`config.mk`:
```
export PLATFORM = sky130hd
export DESIGN_NAME = regfile_write_arbiter_flat
export DESIGN_NICKNAME = d
export VERILOG_FILES = /design/src/rtl/cpu_pkg.sv /design/src/rtl/regfile_write_arbiter_if.sv /design/src/rtl/regfile_scoreboard.sv /design/src/rtl/regfile_write_arbiter.sv /design/src/flat_wrapper.sv
export SDC_FILE = /design/constraint.sdc
export NUM_CORES = 1
export LEC_CHECK = 0
export ABC_AREA = 1
export CAP_MARGIN = 20
export CORE_MARGIN = 2
export CORE_UTILIZATION = 44
export CTS_CLUSTER_DIAMETER = 30
export DETAILED_ROUTE_END_ITERATION = 6
export PLACE_DENSITY = 0.89
export SLEW_MARGIN = 25
export SYNTH_ARGS = -nofsm -noshare
export SYNTH_HDL_FRONTEND = slang
export SYNTH_SLANG_ARGS = --single-unit
```
`constraint.sdc`:
```
create_clock -name clk -period 2.45 [get_ports clk]
set_input_delay 0.3675 -clock clk [delete_from_list [all_inputs] [get_ports clk]]
set_output_delay 0.3675 -clock clk [all_outputs]
set_load 0.02 [all_outputs]
```
`src/rtl/cpu_pkg.sv`:
```
// Shared CPU constants and types used by the regfile write arbiter,
// its interface and its scoreboard.
package cpu_pkg;
  localparam int DATA_W   = 64;
  localparam int ADDR_W   = 5;
  localparam int ZERO_REG = 31;
  localparam int NUM_REGS = 32;

  typedef logic [ADDR_W-1:0] reg_addr_t;

  // Grant mode for the current cycle, decoded from the starvation counter.
  typedef enum logic {
    ARB_NORMAL,
    ARB_FORCE_MC
  } arb_state_e;
endpackage

```
`src/rtl/regfile_write_arbiter_if.sv`:
```
// Request/grant and regfile write-port bundle between the writeback stage,
// the multi-cycle unit, the arbiter and the regfile.
interface regfile_write_arbiter_if
  import cpu_pkg::*;
#(
  parameter int DATA_W = cpu_pkg::DATA_W,
  parameter int ADDR_W = cpu_pkg::ADDR_W
);
  logic                wb_valid;
  logic [ADDR_W-1:0]   wb_wa;
  logic [DATA_W-1:0]   wb_wd;
  logic                wb_ready;
  logic                mc_valid;
  logic [ADDR_W-1:0]   mc_wa;
  logic [DATA_W-1:0]   mc_wd;
  logic                mc_ready;
  logic                mc_issue;
  logic [ADDR_W-1:0]   mc_issue_wa;
  logic                we3;
  logic [ADDR_W-1:0]   wa3;
  logic [DATA_W-1:0]   wd3;
  logic [NUM_REGS-1:0] pending;
  logic                sb_error;

  modport master (
    output wb_valid, wb_wa, wb_wd, mc_valid, mc_wa, mc_wd, mc_issue, mc_issue_wa,
    input  wb_ready, mc_ready, we3, wa3, wd3, pending, sb_error
  );

  modport slave (
    input  wb_valid, wb_wa, wb_wd, mc_valid, mc_wa, mc_wd, mc_issue, mc_issue_wa,
    output wb_ready, mc_ready, we3, wa3, wd3, pending, sb_error
  );
endinterface

```
`src/rtl/regfile_scoreboard.sv`:
```
// Pending-write scoreboard for multi-cycle results: one bit per register,
// set on issue, cleared on writeback, plus a sticky protocol error flag.
module regfile_scoreboard
  import cpu_pkg::*;
#(
  parameter int ADDR_W   = cpu_pkg::ADDR_W,
  parameter int ZERO_REG = cpu_pkg::ZERO_REG
) (
  input  logic                clk,
  input  logic                reset,
  input  logic                issue,
  input  logic [ADDR_W-1:0]   issue_wa,
  input  logic                wr,
  input  logic [ADDR_W-1:0]   wr_wa,
  output logic [NUM_REGS-1:0] pending,
  output logic                sb_error
);
  logic                issue_ok;
  logic                wr_ok;
  logic                err_now;
  logic [NUM_REGS-1:0] set_vec;
  logic [NUM_REGS-1:0] clr_vec;

  assign issue_ok = issue && (issue_wa != ADDR_W'(ZERO_REG));
  assign wr_ok    = wr && (wr_wa != ADDR_W'(ZERO_REG));
  assign err_now  = (issue_ok && pending[issue_wa]) || (wr_ok && !pending[wr_wa]);

  // NOTE: every variable assigned in always_comb gets a default first, so no path can infer a latch.
  always_comb begin
    set_vec = '0;
    clr_vec = '0;
    if (issue_ok) set_vec[issue_wa] = 1'b1;
    if (wr)       clr_vec[wr_wa]    = 1'b1;
  end

  // Set is applied after clear so a same-cycle re-issue keeps the register pending.
  always_ff @(posedge clk) begin
    if (reset) begin
      pending  <= '0;
      sb_error <= 1'b0;
    end else begin
      pending  <= (pending & ~clr_vec) | set_vec;
      sb_error <= sb_error | err_now;
    end
  end
endmodule

```
`src/rtl/regfile_write_arbiter.sv`:
```
// Shares the single regfile write port between pipeline writeback (priority)
// and the multi-cycle unit, with a starvation guard and registered write port.
module regfile_write_arbiter
  import cpu_pkg::*;
#(
  parameter int DATA_W       = cpu_pkg::DATA_W,
  parameter int ADDR_W       = cpu_pkg::ADDR_W,
  parameter int ZERO_REG     = cpu_pkg::ZERO_REG,
  parameter int STARVE_LIMIT = 4
) (
  input logic                    clk,
  input logic                    reset,
  regfile_write_arbiter_if.slave bus
);
  localparam int CNT_W = $clog2(STARVE_LIMIT + 1);

  arb_state_e        state;
  logic [CNT_W-1:0]  starve_cnt;
  logic [CNT_W-1:0]  starve_cnt_nxt;
  logic              wb_ready;
  logic              mc_ready;
  logic              wb_xfer;
  logic              mc_xfer;
  logic              win_valid;
  logic [ADDR_W-1:0] win_wa;
  logic [DATA_W-1:0] win_wd;
  logic              we3;
  logic [ADDR_W-1:0] wa3;
  logic [DATA_W-1:0] wd3;

  // The counter is the only state; FORCE_MC is only meaningful while mc is asking.
  always_comb begin
    state          = ARB_NORMAL;
    wb_ready       = 1'b0;
    mc_ready       = 1'b0;
    starve_cnt_nxt = starve_cnt;
    if (bus.mc_valid && (starve_cnt == CNT_W'(STARVE_LIMIT))) state = ARB_FORCE_MC;
    if (!reset) begin
      case (state)
        ARB_NORMAL: begin
          wb_ready = 1'b1;
          mc_ready = !bus.wb_valid;
        end
        ARB_FORCE_MC: mc_ready = 1'b1;
        default: ;
      endcase
    end
    if (!bus.mc_valid || (bus.mc_valid && mc_ready)) starve_cnt_nxt = '0;
    else if (starve_cnt != CNT_W'(STARVE_LIMIT))     starve_cnt_nxt = starve_cnt + 1'b1;
  end

  assign wb_xfer   = bus.wb_valid && wb_ready;
  assign mc_xfer   = bus.mc_valid && mc_ready;
  assign win_valid = wb_xfer || mc_xfer;
  assign win_wa    = wb_xfer ? bus.wb_wa : bus.mc_wa;
  assign win_wd    = wb_xfer ? bus.wb_wd : bus.mc_wd;

  // NOTE: sequential state uses non-blocking assignments so every register samples pre-edge values.
  always_ff @(posedge clk) begin
    if (reset) begin
      starve_cnt <= '0;
      we3        <= 1'b0;
      wa3        <= '0;
      wd3        <= '0;
    end else begin
      starve_cnt <= starve_cnt_nxt;
      we3        <= win_valid && (win_wa != ADDR_W'(ZERO_REG));
      // XZR writes are accepted but leave the address/data registers untouched.
      if (win_valid && (win_wa != ADDR_W'(ZERO_REG))) begin
        wa3 <= win_wa;
        wd3 <= win_wd;
      end
    end
  end

  regfile_scoreboard #(
    .ADDR_W   (ADDR_W),
    .ZERO_REG (ZERO_REG)
  ) u_scoreboard (
    .clk      (clk),
    .reset    (reset),
    .issue    (bus.mc_issue),
    .issue_wa (bus.mc_issue_wa),
    .wr       (mc_xfer),
    .wr_wa    (bus.mc_wa),
    .pending  (bus.pending),
    .sb_error (bus.sb_error)
  );

  assign bus.wb_ready = wb_ready;
  assign bus.mc_ready = mc_ready;
  assign bus.we3      = we3;
  assign bus.wa3      = wa3;
  assign bus.wd3      = wd3;
endmodule

```
`src/flat_wrapper.sv`:
```
// flat-port wrapper written by rule: the top's interface ports become plain ports
module regfile_write_arbiter_flat import cpu_pkg::*;
#(
  parameter int DATA_W       = cpu_pkg::DATA_W,
  parameter int ADDR_W       = cpu_pkg::ADDR_W,
  parameter int ZERO_REG     = cpu_pkg::ZERO_REG,
  parameter int STARVE_LIMIT = 4
)
  (clk, reset, bus_wb_valid, bus_wb_wa, bus_wb_wd, bus_mc_valid, bus_mc_wa, bus_mc_wd, bus_mc_issue, bus_mc_issue_wa, bus_wb_ready, bus_mc_ready, bus_we3, bus_wa3, bus_wd3, bus_pending, bus_sb_error);
  regfile_write_arbiter_if #(.DATA_W(DATA_W), .ADDR_W(ADDR_W)) bus_i ();
  input logic clk;
  input logic reset;
  input wire logic [$bits(bus_i.wb_valid)-1:0] bus_wb_valid;
  input wire logic [$bits(bus_i.wb_wa)-1:0] bus_wb_wa;
  input wire logic [$bits(bus_i.wb_wd)-1:0] bus_wb_wd;
  input wire logic [$bits(bus_i.mc_valid)-1:0] bus_mc_valid;
  input wire logic [$bits(bus_i.mc_wa)-1:0] bus_mc_wa;
  input wire logic [$bits(bus_i.mc_wd)-1:0] bus_mc_wd;
  input wire logic [$bits(bus_i.mc_issue)-1:0] bus_mc_issue;
  input wire logic [$bits(bus_i.mc_issue_wa)-1:0] bus_mc_issue_wa;
  output wire logic [$bits(bus_i.wb_ready)-1:0] bus_wb_ready;
  output wire logic [$bits(bus_i.mc_ready)-1:0] bus_mc_ready;
  output wire logic [$bits(bus_i.we3)-1:0] bus_we3;
  output wire logic [$bits(bus_i.wa3)-1:0] bus_wa3;
  output wire logic [$bits(bus_i.wd3)-1:0] bus_wd3;
  output wire logic [$bits(bus_i.pending)-1:0] bus_pending;
  output wire logic [$bits(bus_i.sb_error)-1:0] bus_sb_error;
  assign bus_i.wb_valid = bus_wb_valid;
  assign bus_i.wb_wa = bus_wb_wa;
  assign bus_i.wb_wd = bus_wb_wd;
  assign bus_i.mc_valid = bus_mc_valid;
  assign bus_i.mc_wa = bus_mc_wa;
  assign bus_i.mc_wd = bus_mc_wd;
  assign bus_i.mc_issue = bus_mc_issue;
  assign bus_i.mc_issue_wa = bus_mc_issue_wa;
  assign bus_wb_ready = bus_i.wb_ready;
  assign bus_mc_ready = bus_i.mc_ready;
  assign bus_we3 = bus_i.we3;
  assign bus_wa3 = bus_i.wa3;
  assign bus_wd3 = bus_i.wd3;
  assign bus_pending = bus_i.pending;
  assign bus_sb_error = bus_i.sb_error;
  regfile_write_arbiter #(.DATA_W(DATA_W), .ADDR_W(ADDR_W), .ZERO_REG(ZERO_REG), .STARVE_LIMIT(STARVE_LIMIT)) u_core (.clk(clk), .reset(reset), .bus(bus_i));
endmodule
```
**Signal wires on met1**

Scale: 3 px per um.
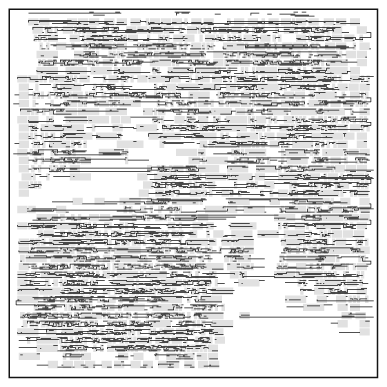
main direction	horizontal
share of all routed wire	41%
longest straight run	48.8 um
wire length on this layer	8550 um

**Met2 routing**

Scale: 4 px per um.
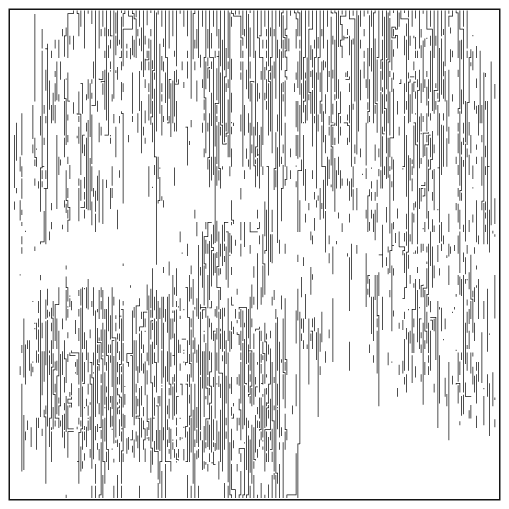
main direction	vertical
share of all routed wire	47%
nets with wire on the layer	1120
wire length on this layer	9950 um
via count: 7403
wirelength, routed: 21000 um
met2 Track Usage GR: 46.2%

**Met3 routing**

Scale: 2 px per um.
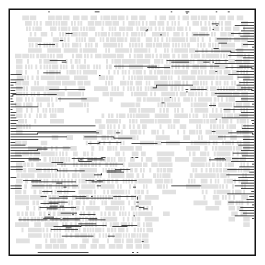
longest straight run	46.2 um
wire length on this layer	1890 um
nets with wire on the layer	180
share of all routed wire	9.0%

**Metal 4**

Scale: 2 px per um.
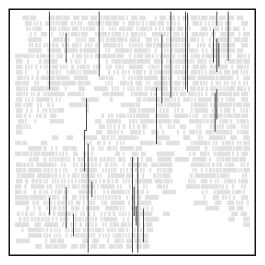
main direction	vertical
share of all routed wire	3.1%
wire length on this layer	651 um
longest straight run	54.4 um

==> results_slide.txt <==
Synthesis and Place & Route Summary

Run status
  – Run status: finished clean

Synth
  – Seq share, synth: 34.5%
  – Main synth FF type: dfxtp_1
  – Top cell type by total area after synthesis: dfxtp_1
  – Adder-Cell Fraction of Synth Area: 0.407%
  – Mean Syn Cell Area: 5.75 um2
  – Ys async rst share: 0%
  – Ys Warns: 0
  – Logic family by area: simple AND/OR/NAND/NOR gates
  – Gate Count Post-Synth: 1070
  – Xor and xnor area share after synthesis: 0.285%
  – Top cell area share: 34.5%

Setup path
  – FF-to-FF Start: u_core.starve_cnt[0]
  – Worst-path cell chain: inv_1 -> ha_1 -> nand3_2 -> nand2_1 -> nand2_1 -> inv_1 -> clkdlybuf4s50_1
  – Startpoint types: register
  – Reg2Reg Depth: 13
  – Crit path DAT: 1.95 ns
  – CP bufs+invs: 3
  – Crit path depth: 7
  – WP data required: 2.08 ns
  – Slowest CP cell: clkdlybuf4s50_1
  – CP Max Fanout: 3

STA
  – Max Clock Skew: 0.00651 ns
  – Final Slew Violations: 0
  – Fmax: 0.431 GHz
  – Part of the cycle the worst path needs: 94.7%
  – Slew margin rel.: 58.5%
  – Setup tns final: 0 ns

Clocking
  – CTS tree: yes
  – Post-CTS setup buffers: 0
  – Clk_lat worst skew: 0.35 ns

GRT
  – Vias in the first global route: 6628
  – Initial antenna violation count: 0
  – Residual overflow from global routing: 0

Power and ir drop
  – Pwr Total: 4.64 mW
  – Part of the power in combinational logic: 27.4%
  – Worst IR Drop VDD: 0.000550 V

Cells and area
  – Design Area, Final: 0.00918 mm2
  – Fillers: 1244

Placed design
  – Gpl congestion: 0.925
  – Hpwl dp: 15800 um
  – Placed cell area: 0.00888 mm2

Routing
  – Routed WL per cell: 14.1 um
  – DR vias/cell: 4.97
  – Number of routed nets with antenna violations: 0

Die
  – Chip Width: 122 um
  – Die Area: 0.0149 mm2
  – Top Ports: 253

Flow run
  – # Max-Cap Violations: 0

Worst hold path
  – Hold Path End: u_core.bus.wa3[0]
[metal layers]
layer / track usage (%) / share of wire, % / vias to the layer above
met5: 0 / 0 / -
met1: 32.2 / 41 / 3304
li1: - / - / 3730
met2: 46.2 / 47 / 316
met4: 10.1 / 3.1 / 0
met3: 7.71 / 9.0 / 53
[area by class of cell]
| type | count | area [um2] | share of cell area (%) |
|---|---|---|---|
| clock buffers | 9 | 225 | 2.45 |
| clock inverters | 7 | 75.1 | 0.818 |
| inverters | 97 | 367 | 4.00 |
| multi-input cells | 811 | 3350 | 36.5 |
| flip-flops and latches | 106 | 2120 | 23.1 |
| well taps | 180 | 225 | 2.45 |
| repair buffers | 281 | 2820 | 30.7 |
[state kept, by name (all words and copies together) (netlist names)]
register                      cells
u_core.bus.we3                    1
u_core.bus.wd3                   64
u_core.u_scoreboard.pending      32
u_core.starve_cnt                 3
u_core.u_scoreboard.sb_error      1
u_core.bus.wa3                    5
[cell usage in the layout, fill, tap and decap left out]
master             n
a21oi_1           34
buf_12             6
buf_4             23
bufinv_16          1
clkbuf_16          9
clkdlybuf4s50_1  252
clkinv_1           1
clkinv_2           2
clkinv_4           1
dfxtp_1          106
ha_1               2
inv_1             92
inv_2              3
inv_4              1
inv_6              3
nand2_1          477
nand3_1           81
nand3_2            2
nand3_4            1
nand4_1            2
nor2_1           150
nor2_4             3
nor3_1            17
o21ai_0           37
o21ai_1            1
o21ai_2            1
o31ai_1            1
xnor2_1            1
xor2_1             1
[metrics by stage]
| stage | hold slack [ns] | setup slack (ns) |
|---|---|---|
| 2_1_floorplan | 0.478 | 0.702 |
| 3_3_place_gp | 0.446 | 0.0900 |
| 3_5_place_dp | 0.459 | 0.0254 |
| 4_1_cts | 0.476 | 0.107 |
| 5_1_grt | 0.500 | 0.00422 |
| 6_report | 0.473 | 0.130 |
Power is estimated from default activity; no workload was simulated.
